<file path="config.mk">
export PLATFORM = sky130hd
export DESIGN_NAME = multicycle_control
export DESIGN_NICKNAME = d
export VERILOG_FILES = /design/src/rtl/ctrl_pkg.sv /design/src/rtl/multicycle_control.sv
export SDC_FILE = /design/constraint.sdc
export NUM_CORES = 1
export LEC_CHECK = 0
export CELL_PAD_IN_SITES_DETAIL_PLACEMENT = 0
export CELL_PAD_IN_SITES_GLOBAL_PLACEMENT = 1
export CORE_ASPECT_RATIO = 1.2
export CORE_MARGIN = 1
export CORE_UTILIZATION = 28
export DETAILED_ROUTE_END_ITERATION = 10
export GPL_ROUTABILITY_DRIVEN = 0
export PLACE_DENSITY = 0.83
export SYNTH_ARGS = -nofsm -noshare
export SYNTH_HDL_FRONTEND = slang
export SYNTH_SLANG_ARGS = --single-unit
export TNS_END_PERCENT = 5
</file>
<file path="constraint.sdc">
create_clock -name clk -period 1.5 [get_ports clk]
set_input_delay 0.15 -clock clk [delete_from_list [all_inputs] [get_ports clk]]
set_output_delay 0.15 -clock clk [all_outputs]
set_load 0.01 [all_outputs]
</file>
<file path="src/rtl/ctrl_pkg.sv">
// Shared types and encodings for the multicycle datapath controller.
package ctrl_pkg;

    // Controller states; one instruction walks FETCH -> DECODE -> ... -> FETCH.
    typedef enum logic [3:0] {
        FETCH   = 4'd0,
        DECODE  = 4'd1,
        MEMADR  = 4'd2,
        MEMRD   = 4'd3,
        MEMWB   = 4'd4,
        MEMWR   = 4'd5,
        EXECR   = 4'd6,
        EXECI   = 4'd7,
        ALUWB   = 4'd8,
        BEQ     = 4'd9,
        JAL     = 4'd10,
        ILLEGAL = 4'd11
    } state_t;

    // Supported major opcodes (instruction[6:0]).
    localparam logic [6:0] OP_LOAD  = 7'b0000011;
    localparam logic [6:0] OP_STORE = 7'b0100011;
    localparam logic [6:0] OP_RTYPE = 7'b0110011;
    localparam logic [6:0] OP_ITYPE = 7'b0010011;
    localparam logic [6:0] OP_BEQ   = 7'b1100011;
    localparam logic [6:0] OP_JAL   = 7'b1101111;

    // ALUop handed to the ALU-control decoder.
    localparam logic [1:0] ALUOP_ADD   = 2'b00;
    localparam logic [1:0] ALUOP_SUB   = 2'b01;
    localparam logic [1:0] ALUOP_FUNCT = 2'b10;

    // ALU operand A select.
    localparam logic [1:0] SRCA_PC    = 2'b00;
    localparam logic [1:0] SRCA_OLDPC = 2'b01;
    localparam logic [1:0] SRCA_RS1   = 2'b10;

    // ALU operand B select.
    localparam logic [1:0] SRCB_RS2  = 2'b00;
    localparam logic [1:0] SRCB_IMM  = 2'b01;
    localparam logic [1:0] SRCB_FOUR = 2'b10;

    // Result bus select.
    localparam logic [1:0] RES_ALUOUT  = 2'b00;
    localparam logic [1:0] RES_MEMDATA = 2'b01;
    localparam logic [1:0] RES_ALURES  = 2'b10;

    // Map an opcode to the state that follows DECODE.
    function automatic state_t decode_next(input logic [6:0] op);
        state_t nxt;
        case (op)
            OP_LOAD, OP_STORE: nxt = MEMADR;
            OP_RTYPE:          nxt = EXECR;
            OP_ITYPE:          nxt = EXECI;
            OP_BEQ:            nxt = BEQ;
            OP_JAL:            nxt = JAL;
            default:           nxt = ILLEGAL;
        endcase
        return nxt;
    endfunction

endpackage

</file>
<file path="src/rtl/multicycle_control.sv">
// Moore-style control FSM for a multicycle RISC-V datapath.
// Outputs depend on the current state plus the zero and mem_ready inputs;
// every output is forced low while rst is high, without waiting for a clock.
module multicycle_control
    import ctrl_pkg::*;
(
    input  logic       clk,
    input  logic       rst,
    input  logic [6:0] opcode,
    input  logic       zero,
    input  logic       mem_ready,
    output logic       mem_req,
    output logic       mem_write,
    output logic       adr_src,
    output logic       ir_write,
    output logic       pc_write,
    output logic       reg_write,
    output logic [1:0] alu_src_a,
    output logic [1:0] alu_src_b,
    output logic [1:0] result_src,
    output logic [1:0] ALUop,
    output logic       trap
);

    state_t state_q;
    state_t state_d;

    logic       mem_req_c, mem_write_c, adr_src_c, ir_write_c;
    logic       pc_write_c, reg_write_c, trap_c;
    logic [1:0] alu_src_a_c, alu_src_b_c, result_src_c, alu_op_c;

    // State register; reset returns to FETCH and abandons any instruction.
    always_ff @(posedge clk or posedge rst) begin
        if (rst) state_q <= FETCH;
        else     state_q <= state_d;
    end

    // Next-state logic; mem_ready only matters in the states that request memory.
    always_comb begin
        state_d = state_q;
        case (state_q)
            FETCH:   if (mem_ready) state_d = DECODE;
            DECODE:  state_d = decode_next(opcode);
            MEMADR:  state_d = (opcode == OP_STORE) ? MEMWR : MEMRD;
            MEMRD:   if (mem_ready) state_d = MEMWB;
            MEMWB:   state_d = FETCH;
            MEMWR:   if (mem_ready) state_d = FETCH;
            EXECR:   state_d = ALUWB;
            EXECI:   state_d = ALUWB;
            ALUWB:   state_d = FETCH;
            BEQ:     state_d = FETCH;
            JAL:     state_d = FETCH;
            ILLEGAL: state_d = ILLEGAL;
            default: state_d = FETCH;
        endcase
    end

    // Per-state control decode; anything not named for a state stays 0.
    always_comb begin
        mem_req_c    = 1'b0;
        mem_write_c  = 1'b0;
        adr_src_c    = 1'b0;
        ir_write_c   = 1'b0;
        pc_write_c   = 1'b0;
        reg_write_c  = 1'b0;
        trap_c       = 1'b0;
        alu_src_a_c  = SRCA_PC;
        alu_src_b_c  = SRCB_RS2;
        result_src_c = RES_ALUOUT;
        alu_op_c     = ALUOP_ADD;
        case (state_q)
            FETCH: begin
                mem_req_c    = 1'b1;
                alu_src_a_c  = SRCA_PC;
                alu_src_b_c  = SRCB_FOUR;
                result_src_c = RES_ALURES;
                ir_write_c   = mem_ready;
                pc_write_c   = mem_ready;
            end
            DECODE: begin
                alu_src_a_c = SRCA_OLDPC;
                alu_src_b_c = SRCB_IMM;
            end
            MEMADR: begin
                alu_src_a_c = SRCA_RS1;
                alu_src_b_c = SRCB_IMM;
            end
            MEMRD: begin
                mem_req_c = 1'b1;
                adr_src_c = 1'b1;
            end
            MEMWB: begin
                result_src_c = RES_MEMDATA;
                reg_write_c  = 1'b1;
            end
            MEMWR: begin
                mem_req_c   = 1'b1;
                mem_write_c = 1'b1;
                adr_src_c   = 1'b1;
            end
            EXECR: begin
                alu_src_a_c = SRCA_RS1;
                alu_src_b_c = SRCB_RS2;
                alu_op_c    = ALUOP_FUNCT;
            end
            EXECI: begin
                alu_src_a_c = SRCA_RS1;
                alu_src_b_c = SRCB_IMM;
                alu_op_c    = ALUOP_FUNCT;
            end
            ALUWB: begin
                result_src_c = RES_ALUOUT;
                reg_write_c  = 1'b1;
            end
            BEQ: begin
                alu_src_a_c  = SRCA_RS1;
                alu_src_b_c  = SRCB_RS2;
                alu_op_c     = ALUOP_SUB;
                result_src_c = RES_ALUOUT;
                pc_write_c   = zero;
            end
            JAL: begin
                alu_src_a_c  = SRCA_OLDPC;
                alu_src_b_c  = SRCB_FOUR;
                alu_op_c     = ALUOP_ADD;
                result_src_c = RES_ALUOUT;
                pc_write_c   = 1'b1;
                reg_write_c  = 1'b1;
            end
            ILLEGAL: trap_c = 1'b1;
            default: ;
        endcase
    end

    // Reset gating keeps every output low for as long as rst is held.
    assign mem_req    = mem_req_c   & ~rst;
    assign mem_write  = mem_write_c & ~rst;
    assign adr_src    = adr_src_c   & ~rst;
    assign ir_write   = ir_write_c  & ~rst;
    assign pc_write   = pc_write_c  & ~rst;
    assign reg_write  = reg_write_c & ~rst;
    assign trap       = trap_c      & ~rst;
    assign alu_src_a  = alu_src_a_c  & {2{~rst}};
    assign alu_src_b  = alu_src_b_c  & {2{~rst}};
    assign result_src = result_src_c & {2{~rst}};
    assign ALUop      = alu_op_c     & {2{~rst}};

endmodule

</file>
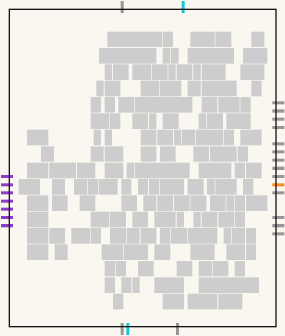
Figure 1: run 1, pin placement.
Pins as bars across the die edge, other pins in gray.
legend:
  cyan:
    port: `alu_src_a`
    pins: 2
    direction: output
    edge: 1 bottom, 1 top
  orange:
    port: `mem_write`
    pins: 1
    direction: output
    edge: right
  purple:
    port: `opcode`
    pins: 7
    direction: input
    edge: left
all pins by edge: 14 right, 7 left, 3 bottom, 2 top

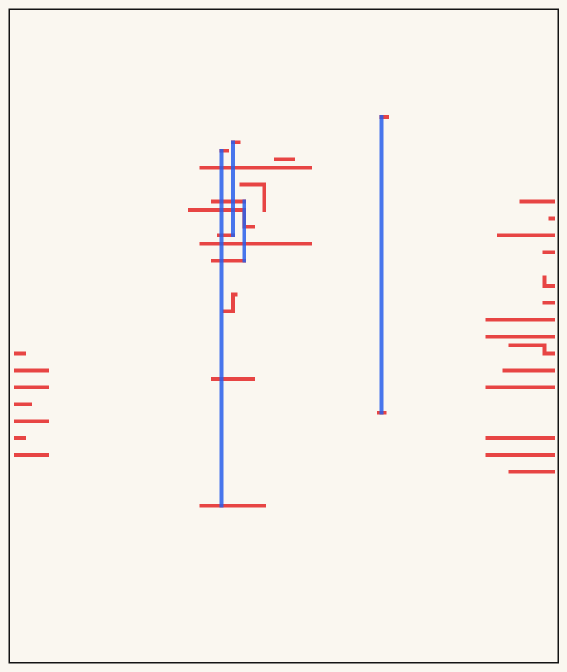
Figure 2: run 1, metal layers overlaid.
Two of the layers only.
legend:
  red:
    layer: met3
    wire_length: 107 um
  blue:
    layer: met4
    wire_length: 64.6 um

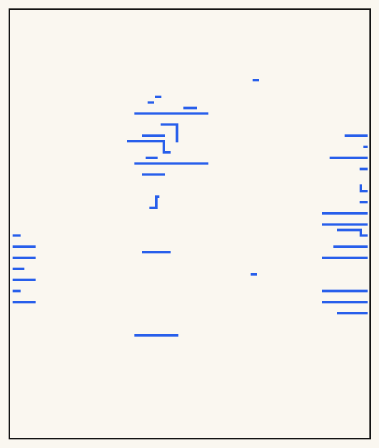
Figure 3: run 1, metal 3.
wire length on this layer: 107 um
main direction: horizontal
nets with wire on the layer: 31
longest straight run: 8.70 um

==> flow_summary.yaml, run 1 <==
# physical design summary
place:
  hpwl_um: 1620
  post-place-cells: 148
  portBuffers: 25
power:
  clkPwrFrac_pct: 6.2
  p_switching_uw: 885
  p_comb_share_pct: 82.5
  seqPwrFrac_pct: 11.2
  finalPower_mw: 2.05
  p_int_mw: 1.17
  powerDensity_nw_per_um2: 1760
  swShare_pct: 43.2
  total_leakage_power_nw: 0.547
  ir_worst_vdd_mv: 0.706
final_timing:
  worstMarginPinSlew_ns: 0.280
  finalSetupViolCount: 13
  max_slew_margin_pct: 81.3
  skew_ns: 0.00183
  rsz0062_at_grt: "true"
  fmax_mhz: 551
  final-hold-violation-count: 0
  min_period_over_period_pct: 121
  slew_violations: 0
  fin_crit_ns: 1.81
  setup_ws_ns: -0.315
yosys:
  yosys.area.top_type_share_pct: 16.8
  area_leaders: "dfrtp_1, nor2_1, nor2b_1"
  syn_inst: 83
  yosysTopAreaCell: "dfrtp_1"
  synth_flops: 4
  syn_avg_cell_area_um2: 7.16
  yosys_warnings: 0
  mappedNetlistArea_um2: 594
  post-synth-top-count-cell: "nor2_1"
  synth.distinct_cells: 33
  ys_cells: 83
  flop_cell: "dfrtp_1"
  synth_nets: 94
  async_flop_share_pct: 100
  common_cells: "nor2_1, buf_2, a21oi_1, nor2b_1"
  yosys.stat.chipArea_um2: 594
  edf_count: 0
  synth_seq_share_pct: 16.8
setup_path:
  slowest_stage: "dfrtp_2"
  worst-setup-path-type: "reg -> out"
  cpPeakStageDelay_ns: 0.43
  cp-start-kind: "flip-flop"
  path_depth: 6
  worstPathCellList: "buf_4, or2_4, buf_6, o32a_1, nor2_2, buf_2"
  critical_path_arrival_ns: 1.66
  rr_worst_depth: 6
  cp.required_ns: 1.35
  crit_buf_inv: 3
  critPathMaxFanout: 5
  crit_path_end_kind: "primary output"
  critical_path.top_delay_family: "flip-flops"
cts:
  cts_buffer_depth: 2
  cts_tree: "done"
  cts.hold.buffers_added: 0
  root_buffer: "clkbuf_4"
  cts-htree-levels: 1
  clkSlewWorstSetupHoldPaths_ns: 0.04
  cts_sinks: 4
  insertion_delay_ns: 0.23
  cts_inserted_buffers: 3
finish:
  fillers: 170
  fin_cells: 159
  largest_reg_flops: 4
  nNetsFinal: 153
  syn2layout_area_growth_pct: 96.4
  num_antenna_cells: 0
  regMostFlops: "state_q"
  drive_above_1_share_pct: 55.0
  reg_top3: "state_q: 4 flops"
global_routing:
  gr-usage-all-layers_pct: 21.1
  grt_max_degree: 12
  grt_pass1_vias: 897
  grt_overflow: 0
  grt_use_met2_pct: 42.9
  antenna_found_initial: 0
  grt_pass1_wl_um: 3670
  top_usage_layer: "met2"
  grt_use_met1_pct: 21.5
  grtUsageMet3_pct: 1.03
flow_run:
  warnings: 28
  maxCapViolCount: 0
routing:
  vias_per_cell: 5.43
  vias: 863
  drt.antenna.violating_nets: 0
  post_drt_wl_per_cell_um: 13.9
  routed_wirelength_um: 2210
  firstDrtPassIters: 9
  drt_iter0_drc: 12
  drc_errors: 2
run_status:
  status: "finished, violations left"
  violations: "design-rule violations, negative setup slack"
die:
  fp_util_pct: 31.0
  rows: 17
  io_pins: 26
  dieWidth_um: 44.1
  die_h_um: 52.5
  dieArea_um2: 2310
  core_area_um2: 1910
worst_hold_path:
  hold_class: "in -> async"
-- run 1: area by class of cell --
type                    count  area, um2  area share (%)
well taps                  19       23.8            2.04
inverters                   5       18.8            1.61
multi-input cells          68        541            46.3
clock buffers               3       22.5            1.93
flip-flops and latches      4        103            8.79
repair buffers             60        459            39.3
-- run 1: worst reg2reg max path, cell delays in order (launching register included) --
cell and delay [ns]:
dfrtp_2 0.43, buf_4 0.14, buf_6 0.13, or3b_1 0.39, a21oi_1 0.16, a21oi_1 0.07, a31oi_1 0.18
-- run 1: layer usage --
metal | vias to the layer above | part of all wire [%]
met5 | - | 0
met4 | 0 | 2.9
met3 | 8 | 4.9
met2 | 44 | 55
met1 | 395 | 38
li1 | 416 | -
-- run 1: kinds of logic (layout without fill, tap and decap cells) --
kind of cell,Yosys count,count (layout),share of synthesized area (%)
and+or+nand+nor,45,45,42.3
AOI/OAI and AO/OA,19,19,26.3
buffers and inverters,11,68,8.21
DFF,4,4,16.8
xor gates and xnor gates,2,2,2.95
muxes,2,2,3.37
-- run 1: stage by stage --
stage                     setup WS (ns)  setup TNS [ns]  utilization, %  cell area [um2]  hold slack [ns]
after detailed placement         -0.537           -4.99            54.5             1040            0.595
after global placement           -0.461           -4.54            54.5             1040            0.566
after global routing             -0.411           -2.01            61.0             1170            0.447
after floorplan                 0.00502               0               -              597            0.106
final                            -0.315           -1.27            61.0             1170            0.404
after CTS                        -0.308           -1.46            60.1             1150            0.387
-- run 1: path summary, 6_finish.rpt --
| check | startpoint | endpoint | slack [ns] |
|---|---|---|---|
| setup / recovery | state_q[1] | pc_write | -0.31 |
| hold / removal | rst | state_q[3] | 0.40 |
| setup reg to reg | state_q[1] | state_q[0] | -0.10 |
| hold reg to reg | state_q[2] | state_q[1] | 0.73 |
| max in group asynchronous | rst | state_q[0] | 0.93 |
| min in group clk | state_q[2] | state_q[1] | 0.73 |
-- run 1: power groups by stage --
| stage | clock, mW | sequential [mW] | combinational [mW] |
|---|---|---|---|
| 2_1_floorplan | 0 | 0.202 | 0.715 |
| 3_3_place_gp | 0 | 0.226 | 1.35 |
| 3_5_place_dp | 0 | 0.220 | 1.37 |
| 4_1_cts | 0.131 | 0.214 | 1.63 |
| 5_1_grt | 0.138 | 0.233 | 1.81 |
| 6_report | 0.128 | 0.230 | 1.69 |
-- run 1: what timing repair did --
| action | in CTS | in global routing |
|---|---|---|
| buffers inserted | 8 | 0 |
| resized | 73 | 13 |
| endpoints found under the setup margin | 16 | 17 |
| pin swaps | 5 | 1 |
-- run 1: layout by cell type, fill, tap and decap left out, types with 3 or more instances in the layout --
cell	instances
a22o_1	3
buf_4	31
clkbuf_4	3
nor2_1	11
buf_2	13
a21oi_1	5
buf_6	4
clkdlybuf4s50_1	10
inv_1	4
nor2b_1	3
Figure 4. Routing congestion map (run 1).
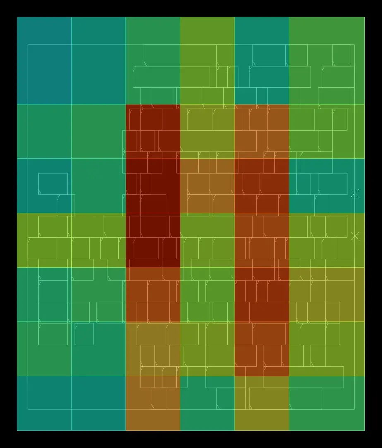

==> run 2: changes to the inputs <==
- SKIP_LAST_GASP: not set -> 1
- SLEW_MARGIN: not set -> 10
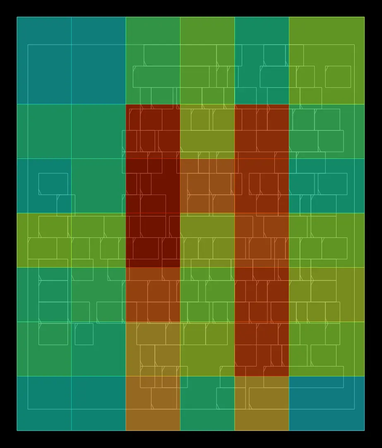
Figure 5: run 2, routing congestion map.
Total GRT Usage: 20.3%
Post-Route Utilization: 59.3%
GR peak layer: met2
met3 Usage GRT: 1.72%

==> run 2 against run 1 <==
Effect of this change: the run ends with negative setup slack left; synthesized cell count is the same; sequential power shrank 3%; final cell count is the same; worst setup slack lost 0.020 ns; critical path type unchanged; critical endpoint unchanged; largest cell class is now non-clock buffers; largest power group unchanged.
==> flow_summary.yaml, run 2 <==
# physical design summary
yosys:
  synth.distinct_cells: 33
  yosysTopAreaCell: "dfrtp_1"
  flop_cell: "dfrtp_1"
  area_leaders: "dfrtp_1, nor2_1, nor2b_1"
  ys_cells: 83
  post-synth-top-count-cell: "nor2_1"
  syn_avg_cell_area_um2: 7.16
  edf_count: 0
  mappedNetlistArea_um2: 594
  yosys.area.top_type_share_pct: 16.8
worst_hold_path:
  hold_class: "in -> async"
power:
  ir_worst_vdd_mv: 0.703
  powerDensity_nw_per_um2: 1680
finish:
  drive_above_1_share_pct: 38.6
  layout_top_cells: "buf_4, dlygate4sd2_1, nor2_1"
  fin_cells: 159
  lay_top_count: "buf_4"
  syn2layout_area_growth_pct: 90.9
  fillers: 176
  logic_area_um2: 473
  design_area_um2: 1130
  regMostFlops: "state_q"
global_routing:
  grt_overflow: 0
  grt_pass1_vias: 895
  grt_max_degree: 12
setup_path:
  critical_path_arrival_ns: 1.68
  crit_buf_inv: 3
  worst-setup-path-type: "reg -> out"
  critPathMaxFanout: 5
  crit_path_end_kind: "primary output"
  r2r_end: "state_q[0]"
  r2r_slack_ns: -0.07
  cpPeakStageDelay_ns: 0.43
  worstPathCellList: "buf_4, or2_4, buf_4, o32a_1, nor2_2, buf_2"
  rr_worst_depth: 6
  slowest_stage: "dfrtp_2"
  crit_start: "state_q[1]"
  r2r-start: "state_q[1]"
  cp-start-kind: "flip-flop"
final_timing:
  fmax_mhz: 545
  fin_crit_ns: 1.83
  worstMarginPinSlew_ns: 0.265
  finalSetupViolCount: 16
  max_slew_margin_pct: 82.2
  skew_ns: 0.00198
  final-hold-violation-count: 0
  slew_violations: 0
  setup_ws_ns: -0.335
routing:
  firstDrtPassIters: 6
  drt_iter0_drc: 24
  vias_per_cell: 5.51
flow_run:
  warnings: 28
  maxCapViolCount: 0
cts:
  root_buffer: "clkbuf_4"
  cts_sinks: 4
  cts_inserted_buffers: 3
  cts_tree: "done"
  clkSlewWorstSetupHoldPaths_ns: 0.04
die:
  rows: 17
  core_area_um2: 1910
  die_h_um: 52.5
  dieArea_um2: 2310
place:
  hpwl_um: 1620
  place_area_um2: 1040
run_status:
  status: "finished, violations left"
  violations: "negative setup slack"
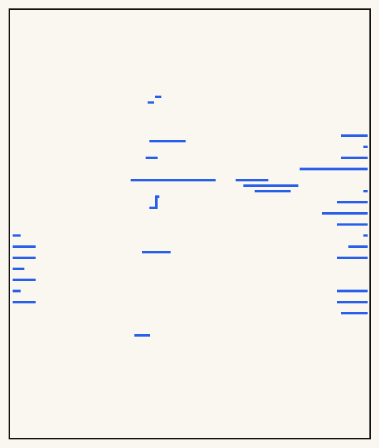
Figure 6: run 2, metal 3.
via count: 876
Routed WL: 2140 um

run 2: cell counts after synthesis:
Identical to the previous run, type by type.
run 2: area by class of cell:
class / instances / area share (%)
clock buffers: 3 / 1.98
inverters: 5 / 1.65
multi-input cells: 68 / 41.7
flip-flops and latches: 4 / 9.04
well taps: 19 / 2.09
repair buffers: 60 / 43.6
run 2: how the worst min path moves through the flow:
stage	start	endpoint	slack [ns]	cells after the start
finish	rst	state_q[3]	0.37	3
global route	rst	state_q[3]	0.40	3
CTS	rst	state_q[1]	0.37	3
detailed placement	rst	state_q[0]	0.60	3
global placement	rst	state_q[3]	0.57	3
floorplan	rst	state_q[0]	0.11	2
run 2: metal layers:
layer	vias to the layer above	share of wire (%)	global-route usage [%]
li1	417	-	-
met1	416	40	20.6
met2	39	54	40.7
met3	4	4.3	1.72
met4	0	1.7	8.08
met5	-	0	0
run 2: kinds of logic after synthesis:
kind of cell / after synthesis / share of synthesized area [%]
AOI/OAI and AO/OA: 19 / 26.3
xor gates and xnor gates: 2 / 2.95
buffers and inverters: 11 / 8.21
DFF: 4 / 16.8
muxes: 2 / 3.37
and+or+nand+nor: 45 / 42.3
run 2: repair_timing:
action | in CTS | in global routing
resized | 30 | 1
hold buffers | 0 | 0
buffers inserted | 8 | 0
hold endpoints to repair | 0 | 0
pin swaps | 1 | 0
setup endpoints to repair | 16 | 17
cloned | 0 | 0
run 2: report_power, final:
group	internal (mW)	switching [mW]	leakage [nW]	total, mW
Combinational	0.850	0.701	0.495	1.55
Sequential	0.158	0.0639	0.0491	0.222
Clock	0.0892	0.0393	0.0138	0.128
run 2: through the flow:
step,setup TNS (ns),setup slack [ns],hold WS [ns]
global placement,-4.54,-0.461,0.566
CTS,-3.00,-0.324,0.367
finish,-3.22,-0.335,0.369
global route,-4.20,-0.404,0.403
floorplan,0,0.00502,0.106
detailed placement,-4.99,-0.537,0.595
run 2: tightest hold or removal path, delay by kind of cell:
kind / cells / cell delay (ns)
buffers and inverters: 3 / 0.79
Power figures rest on the tool's default switching activity, not on a simulated workload.
